port_nets.png
Scale bar: 20 um.
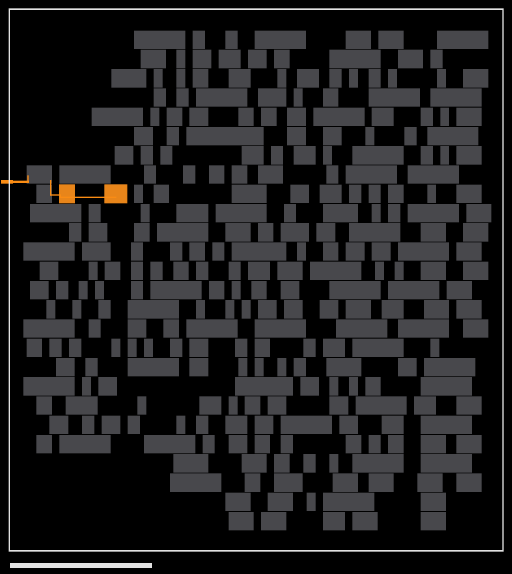
final_clocks.png
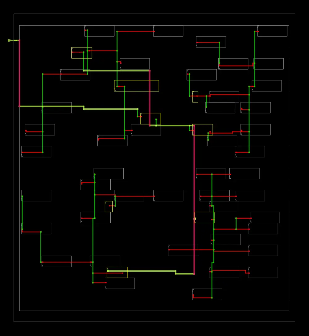
metal_stack.png
Only two layers are drawn.
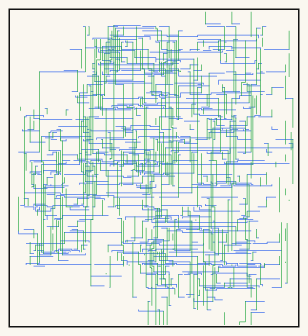
zoom.png
Region (0, 36) to (40, 76) um. Cells in grey, sequential cells in the stronger grey; small squares are vias.
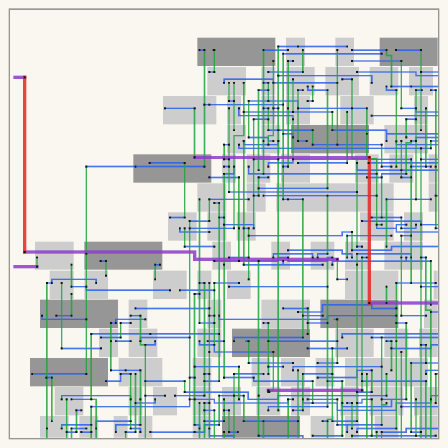
$ cat src/rtl/hsi_rx_arbiter.sv
// Round-robin arbiter sharing one serial frame decoder between N_CH rx lines.
// Locks onto a start bit, then holds the grant until the message ends, errors or times out.
module hsi_rx_arbiter #(
  parameter int N_CH    = 4,
  parameter int CH_W    = 2,
  parameter int TIMEOUT = 200
) (
  input  logic            clk,
  input  logic            n_rst,
  input  logic [N_CH-1:0] line,
  output logic            dc_d,
  output logic            dc_n_rst,
  input  logic            dc_q_rdy,
  input  logic            dc_err,
  input  logic            dc_msg_end,
  output logic [N_CH-1:0] grant,
  output logic            busy,
  output logic            msg_done,
  output logic            msg_abort,
  output logic [1:0]      abort_cause,
  output logic [CH_W-1:0] rx_ch,
  output logic [7:0]      rx_len
);

  localparam int SW = CH_W + 1;
  localparam logic [SW-1:0] NCH = SW'(N_CH);
  localparam logic [7:0] WD_MAX = 8'(TIMEOUT - 1);

  typedef enum logic [1:0] {
    IDLE,
    RX,
    FLUSH
  } state_e;

  state_e          state_q;
  logic [N_CH-1:0] grant_q;
  logic            busy_q;
  logic            dc_d_q;
  logic            dc_n_rst_q;
  logic            done_q;
  logic            abort_q;
  logic [1:0]      cause_q;
  logic [CH_W-1:0] rx_ch_q;
  logic [7:0]      rx_len_q;
  logic [CH_W-1:0] ptr_q;
  logic [CH_W-1:0] ch_q;
  logic [7:0]      cnt_q;
  logic [7:0]      wd_q;
  logic            rdy_q;

  logic            win_found;
  logic [CH_W-1:0] win_idx;
  logic [CH_W-1:0] cand;
  logic [CH_W-1:0] ptr_d;
  logic [7:0]      cnt_d;
  logic            rise;
  logic            timeout;

  function automatic logic [CH_W-1:0] wrap(input logic [SW-1:0] s);
    return CH_W'((s >= NCH) ? s - NCH : s);
  endfunction

  // Scan from the farthest offset down so the nearest requester to ptr wins.
  always_comb begin
    win_found = 1'b0;
    win_idx   = '0;
    cand      = '0;
    for (int k = N_CH - 1; k >= 0; k--) begin
      cand = wrap({1'b0, ptr_q} + SW'(k));
      if (!line[cand]) begin
        win_found = 1'b1;
        win_idx   = cand;
      end
    end
  end

  assign ptr_d   = wrap({1'b0, win_idx} + SW'(1));
  assign rise    = dc_q_rdy & ~rdy_q;
  assign cnt_d   = (rise && cnt_q != 8'hFF) ? cnt_q + 8'd1 : cnt_q;
  assign timeout = (wd_q == WD_MAX) && !rise;

  always_ff @(posedge clk) begin
    if (!n_rst) begin
      state_q    <= IDLE;
      grant_q    <= '0;
      busy_q     <= 1'b0;
      dc_d_q     <= 1'b1;
      dc_n_rst_q <= 1'b0;
      done_q     <= 1'b0;
      abort_q    <= 1'b0;
      cause_q    <= 2'd0;
      rx_ch_q    <= '0;
      rx_len_q   <= 8'd0;
      ptr_q      <= '0;
      ch_q       <= '0;
      cnt_q      <= 8'd0;
      wd_q       <= 8'd0;
      rdy_q      <= 1'b0;
    end else begin
      rdy_q   <= dc_q_rdy;
      done_q  <= 1'b0;
      abort_q <= 1'b0;
      unique case (state_q)
        IDLE: begin
          dc_n_rst_q <= 1'b1;
          if (win_found) begin
            grant_q <= N_CH'(1) << win_idx;
            busy_q  <= 1'b1;
            ch_q    <= win_idx;
            cnt_q   <= 8'd0;
            wd_q    <= 8'd0;
            dc_d_q  <= 1'b0;
            ptr_q   <= ptr_d;
            state_q <= RX;
          end else begin
            dc_d_q <= 1'b1;
          end
        end
        RX: begin
          dc_d_q <= line[ch_q];
          cnt_q  <= cnt_d;
          wd_q   <= rise ? 8'd0 : wd_q + 8'd1;
          if (dc_err || dc_msg_end || timeout) begin
            rx_ch_q    <= ch_q;
            rx_len_q   <= cnt_d;
            grant_q    <= '0;
            busy_q     <= 1'b0;
            dc_d_q     <= 1'b1;
            dc_n_rst_q <= 1'b0;
            state_q    <= FLUSH;
            if (dc_err) begin
              abort_q <= 1'b1;
              cause_q <= 2'd1;
            end else if (dc_msg_end) begin
              done_q  <= 1'b1;
              cause_q <= 2'd0;
            end else begin
              abort_q <= 1'b1;
              cause_q <= 2'd2;
            end
          end
        end
        FLUSH: begin
          dc_n_rst_q <= 1'b1;
          state_q    <= IDLE;
        end
        default: state_q <= IDLE;
      endcase
    end
  end

  assign grant       = grant_q;
  assign busy        = busy_q;
  assign dc_d        = dc_d_q;
  assign dc_n_rst    = dc_n_rst_q;
  assign msg_done    = done_q;
  assign msg_abort   = abort_q;
  assign abort_cause = cause_q;
  assign rx_ch       = rx_ch_q;
  assign rx_len      = rx_len_q;

endmodule

$ cat config.mk
export PLATFORM = sky130hd
export DESIGN_NAME = hsi_rx_arbiter
export DESIGN_NICKNAME = d
export VERILOG_FILES = /design/src/rtl/hsi_rx_arbiter.sv
export SDC_FILE = /design/constraint.sdc
export NUM_CORES = 1
export LEC_CHECK = 0
export ABC_CLOCK_PERIOD_IN_PS = 1990
export CELL_PAD_IN_SITES_DETAIL_PLACEMENT = 1
export CELL_PAD_IN_SITES_GLOBAL_PLACEMENT = 1
export CORE_ASPECT_RATIO = 1.1
export CORE_MARGIN = 1
export CORE_UTILIZATION = 40
export CTS_CLUSTER_SIZE = 30
export DETAILED_ROUTE_END_ITERATION = 8
export PLACE_DENSITY = 0.81
export SYNTH_ARGS = -nofsm -noshare
export SYNTH_HDL_FRONTEND = slang
export SYNTH_SLANG_ARGS = --single-unit
$ cat constraint.sdc
create_clock -name clk -period 1.99 [get_ports clk]
set_input_delay 0.398 -clock clk [delete_from_list [all_inputs] [get_ports clk]]
set_output_delay 0.398 -clock clk [all_outputs]
set_load 0.01 [all_outputs]
==> impl_metrics.yaml <==
# flow metrics
final_timing:
  worst-slew-pin-transition_ns: 0.447
  setup_viol_count_final: 0
  max_freq_ghz: 0.566
  finalCritPeriodShare_pct: 88.7
  slew_violations: 0
  setup_repair_after_global_routing_missed_its_margin: "false"
  finalCriticalPeriod_ns: 1.77
  relSlewSlack_pct: 70.0
  report.final.hold_viol_count: 0
placement:
  placed_area_um2: 2450
  numPlacedInstances: 318
  port-buffer-count: 29
  routabilityCongestion: 0.835
  post-dp-hpwl_mm: 3.52
finish:
  multiInputGateArea_um2: 1060
  non_clock_buffer_count: 45
  antennaDiodeCount: 0
  final_cell_mix: "dfxtp_1, clkdlybuf4s50_1, nand2_1"
  flip_flops: 44
  seq_area_share_pct: 34.4
  combAreaFraction_pct: 41.3
  seq_area_um2: 881
  area_share_nonclk_buffers_pct: 16.5
  final-clk-cell-share_pct: 4.21
  drive_gt1_share_pct: 13.0
  stdcell_count: 326
  net_count_of_the_finished_layout: 280
  multiInputCombCellCount: 168
  area_delta_synth_final_pct: 27.4
  nNonClkInverters: 5
  lay_top_count: "dfxtp_1"
  fillers: 573
  layout.cells.largest_class: "logic gates"
  utilization_pct: 54.2
  stdcell_area_um2: 2560
synthesis:
  synth_adder_area_share_pct: 1.25
  muxShareOfSynthArea_pct: 1.62
  edff_count_synth: 0
  synth_area_um2: 2010
  postSynthRegisterBits: 44
  ff_type: "dfxtp_1"
  postSynthSeqShare_pct: 43.9
  yosys.stat.chipArea_um2: 2010
  yosys_warnings: 0
  yosysTopAreaCell: "dfxtp_1"
  xor_area_share_pct: 3.05
  yosys.area_share.aoi_pct: 23.5
  ys_async_sr_fraction_pct: 0
  gate_count_of_the_mapped_netlist: 227
  synth_stat.cells: 227
  topCellsByArea: "dfxtp_1, o21ai_0, nand2_1, a21oi_1, nor2_1"
  main_kind_of_combinational_logic_by_area: "AND-OR/OR-AND gates"
  top_area_share_pct: 43.9
  synth.avg_cell_area_um2: 8.84
  synth_simple_gate_area_share_pct: 23.3
  synthDistinctLibCells: 46
  fp_nets: 238
global_routing:
  via_count_of_the_first_global_routing_pass: 1875
  grt_start_max_net_pins: 20
  antenna_violations_before_repair: 0
  global_route_wire_length_before_repair_mm: 8.65
  globalRouteTotalUtil_pct: 20.3
  global_route.overflow_total: 0
routing:
  drc_violation_count_after_routing: 0
  wirelength_mm: 4.90
  drt-vias-per-instance: 5.54
  dr.first_iter.drc_count: 93
  vias: 1807
  detail_route.first_pass.iterations: 4
  wl_per_cell_um: 15.0
  detail-route-antenna-nets: 0
pwr:
  powerDensity_nw_per_um2: 770
  static-leakage-power_nw: 0.989
  peakVddDrop_uv: 336
  power.total_mw: 1.97
floorplanning:
  tapcell.inserted: 56
  dieHeight_um: 76.3
  core_area_um2: 4720
  chipWidth_um: 69.5
  io_pins: 30
  die_area_um2: 5300
  std_cell_rows: 26
  core_util_floorplan_pct: 42.5
critical_path:
  cp.required_ns: 2.22
  critPathArrivalTime_ns: 2.00
  worstSetupEndpointType: "register"
  timing.critical_path.from_type: "primary input"
  setup.worst_path.class: "in -> reg"
  worstPathMaxFanout: 7
clocking:
  clock_tree_from_tritoncts: "built"
  ctsHoldBuffers: 0
  clk_path_buf_depth: 2
  root_buffer: "clkbuf_8"
  numClockSinks: 44
  cts-resized-gates: 0
  post-cts-setup-buffer-count: 0
  clk_pin_slew_ns: 0.08
  worstSkewPairLatency_ns: 0.30
  cts-htree-levels: 2
run:
  max_cap_viols: 0
  number_of_logged_tool_warnings: 26
status:
  run_status: "finished clean"
min_path:
  worst_hold_path_type: "reg -> reg"
About port_nets.png:
| colour | port | bits | direction | edge | end cells | buffers | wire |
|---|---|---|---|---|---|---|---|
| orange | dc_q_rdy | 1 | input | west | 2 | 1 | 14.5 um |

About final_clocks.png:
Clock Skews: 0.00337 ns
CTS Buf Count: 5
clock buffer count: 6

About metal_stack.png:
| colour | layer | wire length |
|---|---|---|
| blue | met1 | 2350 um |
| green | met2 | 2290 um |

About zoom.png:
| colour | layer |
|---|---|
| blue | met1 |
| green | met2 |
| purple | met3 |
| red | met4 |
cells with their middle in the window: 86
netlist names of flops here include: cnt_q (6), wd_q (3)
sequential cells in the window: 10
most frequent: dfxtp_1 (10), a21oi_1 (7), nand3_1 (7)

-- Yosys cell counts (5+ instances only) --
master / number
clkbuf_1: 5
and3_1: 6
nor2_1: 17
dfxtp_1: 44
nor2b_1: 8
nand3_1: 9
a21oi_1: 15
nand2_1: 21
a21boi_0: 7
o21ai_0: 18
a32o_1: 5
-- path summary, 6_finish.rpt --
check,from,end,slack [ns],cells after the start
hold / removal,rx_len[3],rx_len[3],0.46,2
setup reg to reg,wd_q[0],grant[0],0.25,6
hold reg to reg,rx_len[3],rx_len[3],0.46,2
setup / recovery,dc_q_rdy,cnt_q[6],0.22,6
-- metal layers --
metal  vias up  GRT usage [%]  part of all wire [%]
met5         -              0                     0
met4         0           6.73                   1.3
met3         7           4.89                   3.9
met2        36           33.4                    47
met1       865           25.9                    48
li1        899              -                     -
-- report_power, final --
part / internal, mW / switching [mW] / total, mW
Sequential: 0.924 / 0.0337 / 0.958
Clock: 0.373 / 0.305 / 0.678
Combinational: 0.163 / 0.169 / 0.333
-- stage by stage --
step / hold WS [ns] / setup TNS [ns] / worst slack [ns]
2_1_floorplan: 0.444 / 0 / 0.416
3_3_place_gp: 0.437 / -0.00280 / -0.00156
3_5_place_dp: 0.446 / -0.235 / -0.0704
4_1_cts: 0.466 / 0 / 0.223
5_1_grt: 0.491 / 0 / 0.0888
6_report: 0.457 / 0 / 0.224
-- flip-flops by register name, summed over array words and instances (netlist names), 2 cells and up --
| signal | count |
|---|---|
| grant | 4 |
| ch_q | 2 |
| abort_cause | 2 |
| state_q | 2 |
| wd_q | 8 |
| ptr_q | 2 |
| rx_ch | 2 |
| rx_len | 8 |
| cnt_q | 8 |
-- worst max-delay path, cell delays in order --
cell	delay (ns)
clkdlybuf4s50_1	0.46
and2b_2	0.24
and3_1	0.29
nand3_1	0.13
or3_1	0.31
a21boi_0	0.17
Power figures rest on the tool's default switching activity, not on a simulated workload.
